run_1/registers.png
Bar = 50 um. Other sequential cells in the stronger gray, the rest of the logic in the fainter gray.
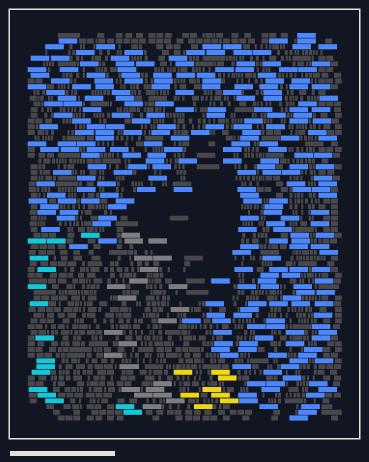
run_1/final_congestion.png
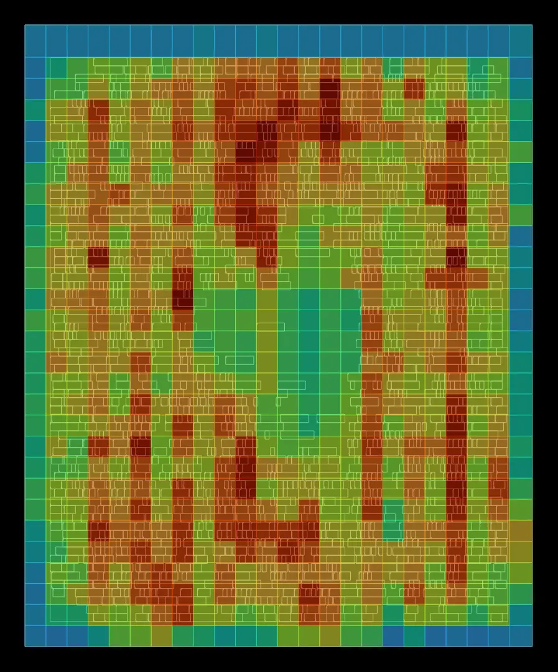
run_1/met1.png
Bar = 50 um. Supply wires on this layer in gray. Cells faint in the background.
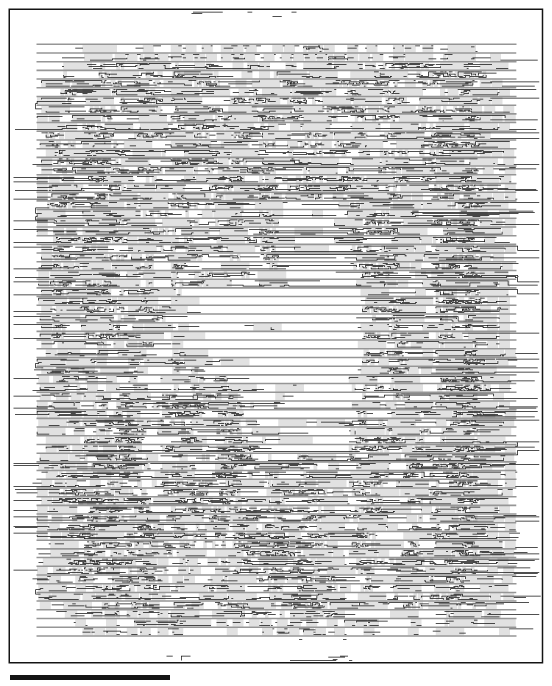
`src/rtl/eesic_pkg.sv`:
```
// Shared EVM front-end definitions: opcode constants, fetch FSM states, word width.
package eesic_pkg;

    localparam int unsigned WORD_W = 256;

    localparam logic [7:0] OP_STOP   = 8'h00;
    localparam logic [7:0] OP_PUSH0  = 8'h5F;
    localparam logic [7:0] OP_PUSH1  = 8'h60;
    localparam logic [7:0] OP_PUSH32 = 8'h7F;

    typedef enum logic [1:0] {
        FS_IDLE,
        FS_OP_RSP,
        FS_IMM,
        FS_VALID
    } fetch_state_e;

endpackage

```
`src/rtl/push_len_decode.sv`:
```
// Opcode -> PUSH classification and immediate byte count (PUSH0 is a push with zero bytes).
module push_len_decode
    import eesic_pkg::*;
(
    input  logic [7:0] i_opcode,
    output logic       o_is_push,
    output logic [5:0] o_n
);

    always_comb begin
        o_is_push = (i_opcode >= OP_PUSH0) && (i_opcode <= OP_PUSH32);
        o_n       = 6'd0;
        if ((i_opcode >= OP_PUSH1) && (i_opcode <= OP_PUSH32))
            o_n = 6'(i_opcode - OP_PUSH0);
    end

endmodule

```
`src/rtl/code_fetch.sv`:
```
// EVM instruction fetch: reads opcode plus PUSH immediate from byte-wide code memory
// and presents one decoded instruction per handshake to the execution core.
module code_fetch
    import eesic_pkg::*;
#(
    parameter int unsigned ADDR_W = 16,
    parameter int unsigned DATA_W = WORD_W
) (
    input  logic              clk,
    input  logic              rst_n,
    input  logic              flush,
    input  logic [ADDR_W-1:0] code_len,
    input  logic              pc_req,
    input  logic [ADDR_W-1:0] pc_i,
    output logic              pc_ready,
    output logic              mem_rd_en,
    output logic [ADDR_W-1:0] mem_addr,
    input  logic [7:0]        mem_rdata,
    output logic              insn_valid,
    input  logic              insn_ready,
    output logic [7:0]        opcode,
    output logic [DATA_W-1:0] code_data,
    output logic [ADDR_W-1:0] insn_pc,
    output logic [5:0]        insn_len
);

    localparam int unsigned CNT_W = 6;
    localparam int unsigned SUM_W = ADDR_W + 1;

    fetch_state_e      r_state;
    logic [ADDR_W-1:0] r_pc;
    logic              r_tag;
    logic [CNT_W-1:0]  r_cnt;
    logic [CNT_W-1:0]  r_k;
    logic [7:0]        r_opcode;
    logic [DATA_W-1:0] r_data;
    logic [CNT_W-1:0]  r_len;
    logic              r_valid;
    logic              r_ready;

    logic [7:0]        w_byte;
    logic              w_is_push;
    logic [CNT_W-1:0]  w_n;
    logic              w_has_imm;
    logic              w_issue;
    logic [ADDR_W-1:0] w_base;
    logic [CNT_W-1:0]  w_off;
    logic [SUM_W-1:0]  w_sum;
    logic              w_in_range;

    // Slot tag says whether this cycle's byte was really read; unread slots are zero (STOP).
    assign w_byte = r_tag ? mem_rdata : OP_STOP;

    push_len_decode u_push_len_decode (
        .i_opcode  (w_byte),
        .o_is_push (w_is_push),
        .o_n       (w_n)
    );

    assign w_has_imm = w_is_push && (w_n != '0);

    // Read-issue selection: opcode read in IDLE, first immediate in OP_RSP, the rest pipelined in IMM.
    always_comb begin
        w_issue = 1'b0;
        w_base  = r_pc;
        w_off   = '0;
        case (r_state)
            FS_IDLE: begin
                w_issue = pc_req;
                w_base  = pc_i;
            end
            FS_OP_RSP: begin
                w_issue = w_has_imm;
                w_off   = CNT_W'(1);
            end
            FS_IMM: begin
                w_issue = (r_cnt > CNT_W'(1));
                w_off   = r_k;
            end
            default: ;
        endcase
        if (flush)
            w_issue = 1'b0;
    end

    // 17-bit sum so addresses wrapping past the top of memory fall out of range.
    assign w_sum      = SUM_W'(w_base) + SUM_W'(w_off);
    assign w_in_range = w_sum < SUM_W'(code_len);

    assign mem_rd_en = w_issue && w_in_range;
    assign mem_addr  = mem_rd_en ? w_sum[ADDR_W-1:0] : '0;

    always_ff @(posedge clk or negedge rst_n) begin
        if (!rst_n) begin
            r_state  <= FS_IDLE;
            r_pc     <= '0;
            r_tag    <= 1'b0;
            r_cnt    <= '0;
            r_k      <= '0;
            r_opcode <= '0;
            r_data   <= '0;
            r_len    <= '0;
            r_valid  <= 1'b0;
            r_ready  <= 1'b1;
        end else begin
            r_tag <= mem_rd_en;
            if (flush) begin
                r_state <= FS_IDLE;
                r_valid <= 1'b0;
                r_ready <= 1'b1;
            end else begin
                case (r_state)
                    FS_IDLE: begin
                        if (pc_req) begin
                            r_pc    <= pc_i;
                            r_data  <= '0;
                            r_ready <= 1'b0;
                            r_state <= FS_OP_RSP;
                        end
                    end
                    FS_OP_RSP: begin
                        r_opcode <= w_byte;
                        r_len    <= CNT_W'(w_n + CNT_W'(1));
                        if (w_has_imm) begin
                            r_cnt   <= w_n;
                            r_k     <= CNT_W'(2);
                            r_state <= FS_IMM;
                        end else begin
                            r_valid <= 1'b1;
                            r_state <= FS_VALID;
                        end
                    end
                    FS_IMM: begin
                        r_data <= {r_data[DATA_W-9:0], w_byte};
                        r_k    <= r_k + CNT_W'(1);
                        r_cnt  <= r_cnt - CNT_W'(1);
                        if (r_cnt == CNT_W'(1)) begin
                            r_valid <= 1'b1;
                            r_state <= FS_VALID;
                        end
                    end
                    FS_VALID: begin
                        if (insn_ready) begin
                            r_valid <= 1'b0;
                            r_ready <= 1'b1;
                            r_state <= FS_IDLE;
                        end
                    end
                    default: r_state <= FS_IDLE;
                endcase
            end
        end
    end

    assign pc_ready   = r_ready;
    assign insn_valid = r_valid;
    assign opcode     = r_opcode;
    assign code_data  = r_data;
    assign insn_pc    = r_pc;
    assign insn_len   = r_len;

endmodule

```
`config.mk`:
```
export PLATFORM = sky130hd
export DESIGN_NAME = code_fetch
export DESIGN_NICKNAME = d
export VERILOG_FILES = /design/src/rtl/eesic_pkg.sv /design/src/rtl/push_len_decode.sv /design/src/rtl/code_fetch.sv
export SDC_FILE = /design/constraint.sdc
export NUM_CORES = 1
export LEC_CHECK = 0
export CAP_MARGIN = 10
export CORE_ASPECT_RATIO = 1.25
export CORE_MARGIN = 8
export CORE_UTILIZATION = 49
export CTS_CLUSTER_SIZE = 30
export DETAILED_ROUTE_END_ITERATION = 8
export GPL_TIMING_DRIVEN = 0
export PLACE_DENSITY = 0.77
export SYNTH_ARGS = -nofsm -noshare
export SYNTH_HDL_FRONTEND = slang
export SYNTH_SLANG_ARGS = --single-unit
export TNS_END_PERCENT = 5
```
`constraint.sdc`:
```
create_clock -name clk -period 13.24 [get_ports clk]
set_clock_uncertainty 0.1 [all_clocks]
set_input_delay 1.986 -clock clk [delete_from_list [all_inputs] [get_ports clk]]
set_output_delay 1.986 -clock clk [all_outputs]
set_load 0.01 [all_outputs]
```
==> impl_metrics.yaml, run 1 <==
# flow metrics
floorplanning:
  fp-utilization_pct: 49.9
  placementRows: 68
cells_and_area:
  dominant_cells: "flip-flops and latches"
  signal_buffers: 457
  logic_area_mm2: 0.00569
  seq_cells: 303
  drive_gt1_share_pct: 5.45
  seqCellArea_mm2: 0.00758
  buf_share_pct: 21.1
  seq_share_pct: 40.1
  n_all_inverters: 29
  num-clock-buffers: 40
  layout_top_cell: "nand2_1"
  final_cells: 2296
  clock_area_share_pct: 5.85
  fill_cells: 2206
  fin_nets: 2002
  comb_cells: 1103
  lay_top_cells: "nand2_1 (551), clkdlybuf4s50_1 (347), dfrtp_1 (302), nand3_1 (271), clkbuf_1 (99)"
  sh_comb_area_pct: 30.1
detailed_routing:
  top_layer: "met4"
  via_count: 12355
  routed_wl_mm: 42.3
  detail_route.first_pass.iterations: 6
  viasPerCell: 5.38
  drtIter0Drc: 859
  drc: 0
  dr_wl_met3_mm: 3.28
  wl_met1_mm: 16.8
  met2WireLength_mm: 20.5
critical_path:
  critPathKind: "primary input to output port"
  critPathCaptureType: "output port"
  worst-path-max-fanout: 10
  crit_path_cell_trace: "clkdlybuf4s50_1, mux2_2, ha_1, fa_1, a211oi_1, o21ai_0, and3_1, nand3b_1, xor2_1, ha_1, a211o_1, a21oi_1, o21ai_0, a2111oi_0, a21oi_1, buf_2, nor3b_1, clkdlybuf4s50_1"
  slowest_stage: "clkdlybuf4s50_1"
  worst_path_dominant_cell_family: "AND-OR/OR-AND gates"
  critPathLaunchType: "primary input"
  cpPeakStageDelay_ps: 590
yosys:
  xor_share_pct: 1.01
  yosys_area_mm2: 0.0138
  synth_area_mm2: 0.0138
  syn-num-nets: 1621
  synth.mux.area_fraction_pct: 2.89
  ff_type: "dfrtp_1"
  synthTopLogicFamily: "simple AND/OR/NAND/NOR gates"
  ys_sh_simple_pct: 29.3
  synthTopCellsByCount: "nand2_1 (551), dfrtp_1 (302), nand3_1 (271)"
  ys.flops: 303
  ys_types: 62
  edf_count: 0
  async_reset_ff_share_pct: 100
  ys_cells: 1542
  area_leaders: "dfrtp_1 (55%), nand2_1 (15%), nand3_1 (9.8%)"
  yosysTopAreaCell: "dfrtp_1"
  synthAoiAreaFrac_pct: 4.79
  yosysMostFrequentCell: "nand2_1"
  ys_seq_share_pct: 54.8
  synthCells: 1542
global_routing:
  grt_max_degree: 112
  grt_pass1_vias: 12385
  grt_overflow_total: 0
  grt_pass1_wl_mm: 67.3
  grt.met1_usage_pct: 28.5
  antenna_found_initial: 0
  grt.total_usage_pct: 24.4
  busiest_layer: "met2"
power_and_ir_drop:
  seq_power_share_pct: 36.9
  p_clk_mw: 0.958
  power.density_mw_per_mm2: 147
  netSwitchingPower_mw: 0.902
  ir_worst_vdd_uv: 147
  power.internal_mw: 1.89
  powerComb_mw: 0.800
  leakage_nw: 9.33
  power_mw: 2.79
  p_sw_share_pct: 32.3
  seq_power_mw: 1.03
sta:
  relSlewSlack_pct: 41.0
  rsz0062_at_grt: "false"
  setup_slack_ps: 3940
  hold_violations: 0
  setup_violations: 0
  period_used_pct: 70.3
  period_minus_slack_ps: 9300
  hold-worst-slack_ps: 374
  tightest_slew_ps: 884
  fmax_ghz: 0.108
  drv_slew: 0
place:
  placed_area_mm2: 0.0178
  gp_congestion: 0.873
  hpwl_mm: 32.0
clock_tree:
  clk_transition_reported_paths_ps: 60
  cts.hold.buffers_added: 0
  ctsResizeCount: 0
  numCtsBuffers: 29
  clk_latency_ps: 540
  cts_max_path_buffers: 3
  cts_root_buf: "clkbuf_16"
  cts_tree: "yes"
  h-tree-depth: 1
flow_run:
  drv_cap: 0
  warnings: 38
hold_path:
  min_path_type: "flop to flop"
run_status:
  status: "finished clean"
About registers.png:
cyan -> insn_pc  # flops 16, where south-west
blue -> code_data  # flops 256, where widely spread
yellow -> opcode  # flops 8, where south

About final_congestion.png:
grt met2 use: 42.2%
Core Util, Final: 68.2%
met3 Use GR: 6.72%
Routed WL per cell: 18.4 um

About met1.png:
main direction = horizontal
share of all routed wire = 40%
nets with wire on the layer = 1786

[run 1: state kept, by name (all words and copies together), names as in the netlist]
signal      count
opcode          8
insn_pc        16
r_tag           1
pc_ready        1
insn_len        6
insn_valid      1
r_state         2
r_k             6
r_cnt           6
code_data     256
[run 1: worst paths after layout]
| check | depth (start not counted) | endpoint | slack (ps) | from |
|---|---|---|---|---|
| min in group asynchronous | 1 | code_data[224] | 1350 | rst_n |
| hold / removal | 2 | code_data[252] | 370 | code_data[252] |
| setup / recovery | 18 | mem_addr[2] | 3940 | pc_i[0] |
| setup reg to reg | 20 | r_tag | 6980 | r_state[0] |
| hold reg to reg | 2 | code_data[252] | 370 | code_data[252] |
| max in group asynchronous | 2 | code_data[75] | 10670 | rst_n |
==> run 2: changes to the inputs <==
- CORE_UTILIZATION: 49 -> 45
- PLACE_DENSITY: 0.77 -> 0.74
- clock period: 13.24 -> 8.5 ns (I/O delays scaled with it)
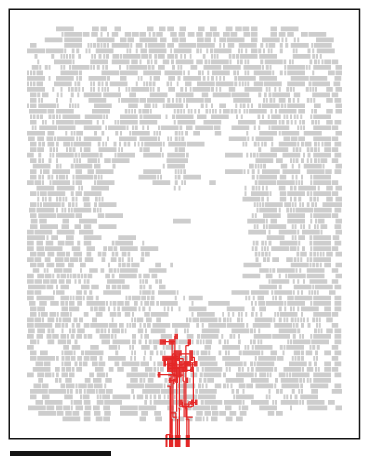
run_2/port_nets.png
Bar = 50 um.
red -> mem_rdata  # bits 8, direction input, edge south, end cells 28, buffers 8, wire 482 um
PortBufs: 348
# IOs: 350

==> run 2 against run 1 <==
  * Count of clock-buffer cells in the layout rose by 1
  * Setup slack worse by 3600 ps
  * Synthesized cell count unchanged
  * Sequential cell count stayed put
  * Register-to-register slack worse by 4400 ps
  * Hold slack worse by 4.3 ps
  * Non-clock buffer count stayed put
  * Cell area rose by 0.17%
  * Core utilization fell by 6.3 points
  * Critical path type is now flop to output port
  * Critical endpoint unchanged
  * Largest power group unchanged
==> impl_metrics.yaml, run 2 <==
# flow metrics
run_status:
  status: "finished clean"
yosys:
  yosys_area_mm2: 0.0138
  area_leaders: "dfrtp_1 (55%), nand2_1 (15%), nand3_1 (9.8%)"
  async_reset_ff_share_pct: 100
  xor_share_pct: 1.01
  ys_sh_simple_pct: 29.3
  ys_cells: 1542
  synthTopLogicFamily: "simple AND/OR/NAND/NOR gates"
  ys_types: 62
  synthCells: 1542
  synth.mux.area_fraction_pct: 2.89
  yosysMostFrequentCell: "nand2_1"
  synth_area_mm2: 0.0138
  synthAoiAreaFrac_pct: 4.79
  ys_seq_share_pct: 54.8
  edf_count: 0
  ff_type: "dfrtp_1"
  yosysTopAreaCell: "dfrtp_1"
  syn-num-nets: 1621
detailed_routing:
  top_layer: "met4"
  routed_wl_mm: 42.6
  detail_route.first_pass.iterations: 5
  dr_wl_met3_mm: 3.33
  wl_per_cell_um: 18.1
  wl_met1_mm: 16.8
  viasPerCell: 5.24
  drc: 0
  drtIter0Drc: 951
  via_count: 12318
hold_path:
  holdPathStages: 2
  min_path_type: "flop to flop"
  hold_start: "code_data[248]"
  holdPathEnd: "code_data[248]"
cells_and_area:
  seqCellArea_mm2: 0.00758
  largest_reg_flops: 256
  fill_cells: 2618
  drive_gt1_share_pct: 5.91
  logic_area_mm2: 0.00572
  lay_top_cells: "nand2_1 (551), clkdlybuf4s50_1 (347), dfrtp_1 (302), nand3_1 (271), clkbuf_1 (94)"
  layout_top_cell: "nand2_1"
  final_cells: 2352
  finish.utilization_pct: 61.9
  fin_nets: 2004
sta:
  hold-worst-slack_ps: 369
  period_used_pct: 96.5
  drv_slew: 0
  hold_violations: 0
  tightest_slew_ps: 846
  rsz0062_at_grt: "true"
  relSlewSlack_pct: 43.6
  setup_slack_ps: 298
critical_path:
  reg2regPathDepth: 20
  worst_path_dominant_cell_family: "buffers and inverters"
  rr_endpoint: "r_tag"
  worst-path-max-fanout: 10
  regToRegSetupSlack_ps: 2620
  crit_path_cell_trace: "inv_1, ha_2, clkbuf_4, clkbuf_4, buf_4, mux2_2, ha_1, fa_1, a211oi_2, o21ai_0, and3_1, nand3b_1, xor2_1, ha_1, a211o_1, a21oi_1, o21ai_0, a2111oi_2, a21oi_2, buf_2, nor3b_1, clkdlybuf4s50_1"
  critPathKind: "flop to output port"
  critPathLaunchType: "flop"
  startpoint: "r_state[0]"
  cpPeakStageDelay_ps: 590
power_and_ir_drop:
  ir_worst_vdd_uv: 208
  power_mw: 4.26
  leakage_nw: 9.30
  power.density_mw_per_mm2: 225
clock_tree:
  ctsResizeCount: 3
  clk_latency_ps: 580
  h-tree-depth: 1
  post-cts-setup-buffers: 0
  cts_max_path_buffers: 3
  cts_tree: "yes"
  clk_transition_reported_paths_ps: 70
  cts.hold.buffers_added: 0
  numCtsBuffers: 31
  cts_root_buf: "clkbuf_16"
place:
  gp_congestion: 0.887
  placed_area_mm2: 0.0179
  hpwl_mm: 32.5
global_routing:
  met3_usage_pct: 5.97
  busiest_layer: "met2"
  antenna_found_initial: 0
  grt_pass1_vias: 12411
  grt_pass1_wl_mm: 68.0
  grt_overflow_total: 0
  met2_usage_pct: 39.3
  grt.total_usage_pct: 22.7
  grt.met1_usage_pct: 26.7
flow_run:
  drv_cap: 0
  warnings: 37
floorplanning:
  placementRows: 72
  fp-utilization_pct: 45.2
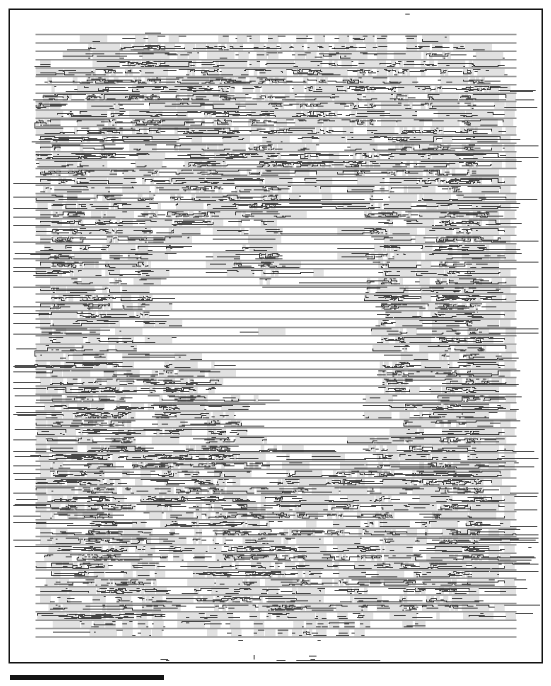
run_2/met1.png
Bar = 50 um. Supply wires on this layer in gray. Cells faint in the background.
main direction = horizontal
wire length on this layer = 16800 um

-- run 2: cell counts after synthesis --
Identical to the previous run, type by type.
-- run 2: where the power goes --
group / leakage (nW) / internal, mW / switching [mW]
registers: 4.17 / 1.53 / 0.0787
logic: 4.62 / 0.484 / 0.782
clock network: 0.502 / 0.811 / 0.573
-- run 2: how the worst max path moves through the flow --
stage          slack (ps)            end
4_1_cts                10    mem_addr[2]
6_report              300    mem_addr[2]
3_3_place_gp        -6920  code_data[76]
5_1_grt               -10    mem_addr[2]
3_5_place_dp          500    mem_addr[2]
2_1_floorplan        1940   mem_addr[11]
-- run 2: final cells by class --
cell class	instances	share of cell area, %
inverter	29	0.574
buffer	107	2.40
clock buffer	41	4.61
clock inverter	12	0.852
tap	407	2.69
timing repair buffer	350	18.7
sequential	303	40.0
multi-input combinational	1103	30.2
Power and IR drop assume default switching activity.
